--- src/rtl/instr_loader.sv ---
// Assembles a big-endian byte stream into 32-bit words and writes them to instruction memory, holding the CPU meanwhile.
// Write strobe follows the word-completing byte by one cycle; in_ready drops during that write cycle and stays low once done.
module instr_loader #(
  parameter logic [31:0] BASE_ADDR = 32'd0,
  parameter int          DEPTH     = 256
) (
  input  logic                   clk,
  input  logic                   reset,
  input  logic                   in_valid,
  input  logic [7:0]             in_byte,
  input  logic                   in_last,
  output logic                   in_ready,
  output logic                   imem_we,
  output logic [31:0]            imem_addr,
  output logic [31:0]            imem_wdata,
  output logic                   cpu_hold,
  output logic                   done,
  output logic [$clog2(DEPTH):0] word_count,
  output logic                   overflow,
  output logic                   partial
);

  localparam int CW = $clog2(DEPTH) + 1;

  typedef enum logic [1:0] {ASSEMBLE, WRITE, DONE} state_t;

  state_t          state_q, state_d;
  logic [1:0]      idx_q, idx_d;
  logic [31:0]     buf_q, buf_d;
  logic            last_q, last_d;
  logic [CW-1:0]   wc_q, wc_d;
  logic            ovf_q, ovf_d;
  logic            part_q, part_d;
  logic [31:0]     addr_q, addr_d;
  logic [31:0]     wdata_q, wdata_d;

  logic            accept;
  logic            word_end;
  logic            full;
  logic [31:0]     word_nxt;

  assign accept   = in_valid && in_ready;
  assign word_end = accept && ((idx_q == 2'd3) || in_last);
  assign full     = (wc_q == CW'(DEPTH));
  // Byte k lands at [31-8k:24-8k]; the buffer is zero beyond the filled bytes.
  assign word_nxt = buf_q | ({in_byte, 24'h000000} >> {idx_q, 3'b000});

  always_ff @(posedge clk) begin
    if (reset) begin
      state_q <= ASSEMBLE;
    end else begin
      state_q <= state_d;
    end
  end

  always_comb begin
    state_d = state_q;
    case (state_q)
      ASSEMBLE: if (word_end) state_d = WRITE;
      WRITE:    state_d = last_q ? DONE : ASSEMBLE;
      DONE:     state_d = DONE;
      default:  state_d = ASSEMBLE;
    endcase
  end

  always_comb begin
    in_ready = (state_q == ASSEMBLE) && !reset;
    // A reset landing on the write cycle must not corrupt memory.
    imem_we  = (state_q == WRITE) && !full && !reset;
    cpu_hold = (state_q != DONE);
    done     = (state_q == DONE);
  end

  always_comb begin
    idx_d   = idx_q;
    buf_d   = buf_q;
    last_d  = last_q;
    wc_d    = wc_q;
    ovf_d   = ovf_q;
    part_d  = part_q;
    addr_d  = addr_q;
    wdata_d = wdata_q;
    case (state_q)
      ASSEMBLE: begin
        if (accept) begin
          buf_d = word_nxt;
          idx_d = idx_q + 2'd1;
        end
        if (word_end) begin
          last_d = in_last;
          if (in_last && (idx_q != 2'd3)) part_d = 1'b1;
          // Address/data are captured at word completion so they hold after the strobe.
          if (!full) begin
            addr_d  = BASE_ADDR + (32'(wc_q) << 2);
            wdata_d = word_nxt;
          end
        end
      end
      WRITE: begin
        buf_d = 32'd0;
        idx_d = 2'd0;
        if (full) ovf_d = 1'b1;
        else      wc_d  = wc_q + CW'(1);
      end
      default: ;
    endcase
  end

  always_ff @(posedge clk) begin
    if (reset) begin
      idx_q   <= 2'd0;
      buf_q   <= 32'd0;
      last_q  <= 1'b0;
      wc_q    <= '0;
      ovf_q   <= 1'b0;
      part_q  <= 1'b0;
      addr_q  <= BASE_ADDR;
      wdata_q <= 32'd0;
    end else begin
      idx_q   <= idx_d;
      buf_q   <= buf_d;
      last_q  <= last_d;
      wc_q    <= wc_d;
      ovf_q   <= ovf_d;
      part_q  <= part_d;
      addr_q  <= addr_d;
      wdata_q <= wdata_d;
    end
  end

  assign imem_addr  = addr_q;
  assign imem_wdata = wdata_q;
  assign word_count = wc_q;
  assign overflow   = ovf_q;
  assign partial    = part_q;

endmodule

--- config.mk ---
export PLATFORM = sky130hd
export DESIGN_NAME = instr_loader
export DESIGN_NICKNAME = d
export VERILOG_FILES = /design/src/rtl/instr_loader.sv
export SDC_FILE = /design/constraint.sdc
export NUM_CORES = 1
export LEC_CHECK = 0
export CELL_PAD_IN_SITES_DETAIL_PLACEMENT = 1
export CELL_PAD_IN_SITES_GLOBAL_PLACEMENT = 2
export CORE_MARGIN = 4
export CORE_UTILIZATION = 27
export CTS_CLUSTER_SIZE = 25
export DETAILED_ROUTE_END_ITERATION = 16
export PLACE_DENSITY = 0.74
export REMOVE_ABC_BUFFERS = 1
export SKIP_LAST_GASP = 1
export SLEW_MARGIN = 30
export SYNTH_ARGS = -nofsm -noshare
export SYNTH_HDL_FRONTEND = slang
export SYNTH_SLANG_ARGS = --single-unit
export TNS_END_PERCENT = 5
--- constraint.sdc ---
create_clock -name clk -period 1.9 [get_ports clk]
set_input_delay 0.285 -clock clk [delete_from_list [all_inputs] [get_ports clk]]
set_output_delay 0.285 -clock clk [all_outputs]
set_load 0.01 [all_outputs]
==> deck_impl_summary.md <==
Key Metrics from the Run

Yosys
  – Yosys Chip Area: 0.00378 mm^2
  – Aoi share: 14.9%
  – Post-Synth Simple-Gate Area: 15.5%
  – Synth Cell Area: 0.00378 mm^2

Finish
  – Comb gates: 245
  – Logic share of the area: 35.6%
  – Final Non-Filler Cells: 638
  – Fin nets: 472
  – # diodes: 0
  – Non-Clock Buffer Count: 106

Global route
  – Initial antenna violation count: 0
  – GRT met2 Usage: 21.9%
  – First-pass GRT wire length: 16100 um
  – Gr usage total: 12.5%

Power and ir drop
  – Combinational share of power: 9.7%
  – Clock power share: 42.2%

Setup path
  – CP peak stage delay: 0.32 ns
  – Reg2Reg Launch Point: word_count[1]$_SDFFE_PP0P_
  – Worst Path Buf+Inv: 3
  – Stages on the worst setup path: 7
  – R2r endpoint: imem_wdata[8]$_SDFFE_PP0P_
  – R2r setup slk: 0.06 ns
  – Slowest CP cell: dfxtp_2

Placed design
  – Placement Cell Area: 0.00475 mm^2
  – Post-DP HPWL: 7240 um

Clock tree
  – Post-CTS Repair Setup Buffers: 0
  – H-tree Lvls: 3
  – Clock buffer depth: 2
  – Clock buffer count from CTS: 9

Worst hold path
  – Hold path endpoint: state_q[0]$_SDFFE_PP0P_

STA
  – Setup Skew: 0.00786 ns
  – Final Hold Vio Count: 0
  – Peak Freq: 532 MHz
  – Post-route clock period utilization: 98.9%
  – Final hold slack: 0.398 ns

Detailed routing
  – DR vias/cell: 4.61
  – Routed Antenna Nets: 0
  – Met1 wire length: 4450 um

Floorplan
  – Row Count: 42
  – Core area: 0.0135 mm^2

Status
  – Outcome: finished, final reports clean
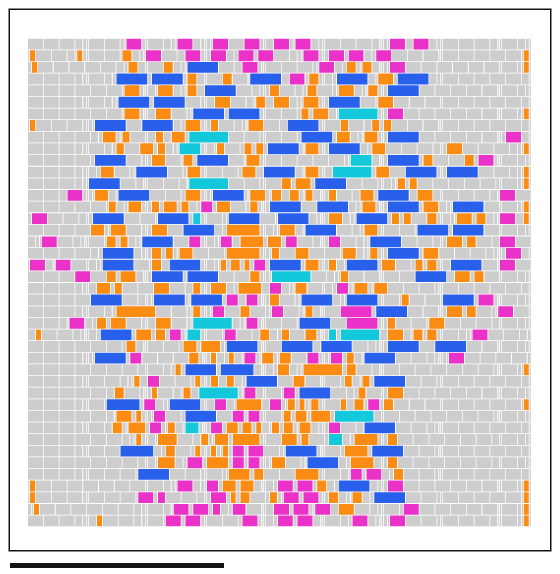
(placed cells, one colour a class)
Bar = 50 um. Fill, decap, tap and diode cells in grey.
- blue: registers (cells 89; share of their area 36%)
- cyan: clock drivers and dummy loads (cells 16; share of their area 5.9%)
- orange: remaining logic cells (cells 251; share of their area 38%)
- magenta: remaining buffers and delay cells (cells 106; share of their area 20%)

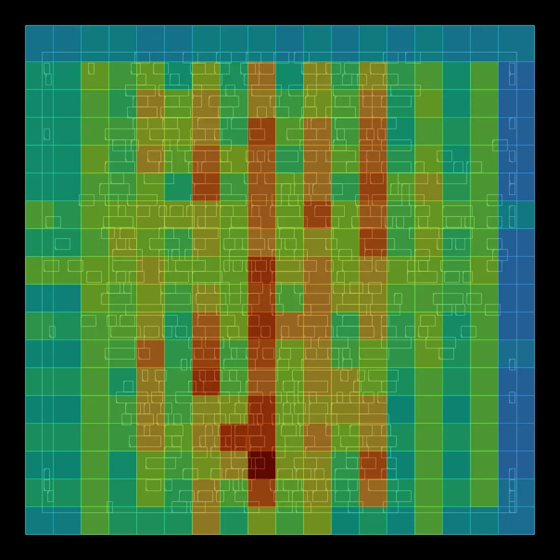
(congestion heat map)
fin util: 38.0%
routed len/inst: 15.7 um
GR Layer Usage met1: 15.4%
GR Util met3: 2.31%
global routing's busiest layer: met2

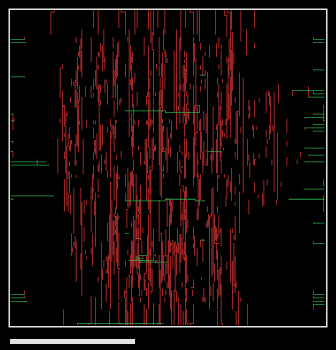
(signal wires by layer)
Bar = 50 um. Only two layers are drawn.
- green: M3 (wire length 354 um)
- red: M2 (wire length 5050 um)
vias post-DR: 2941
Post-Route WL: 10000 um

Power is estimated from default activity; no workload was simulated.
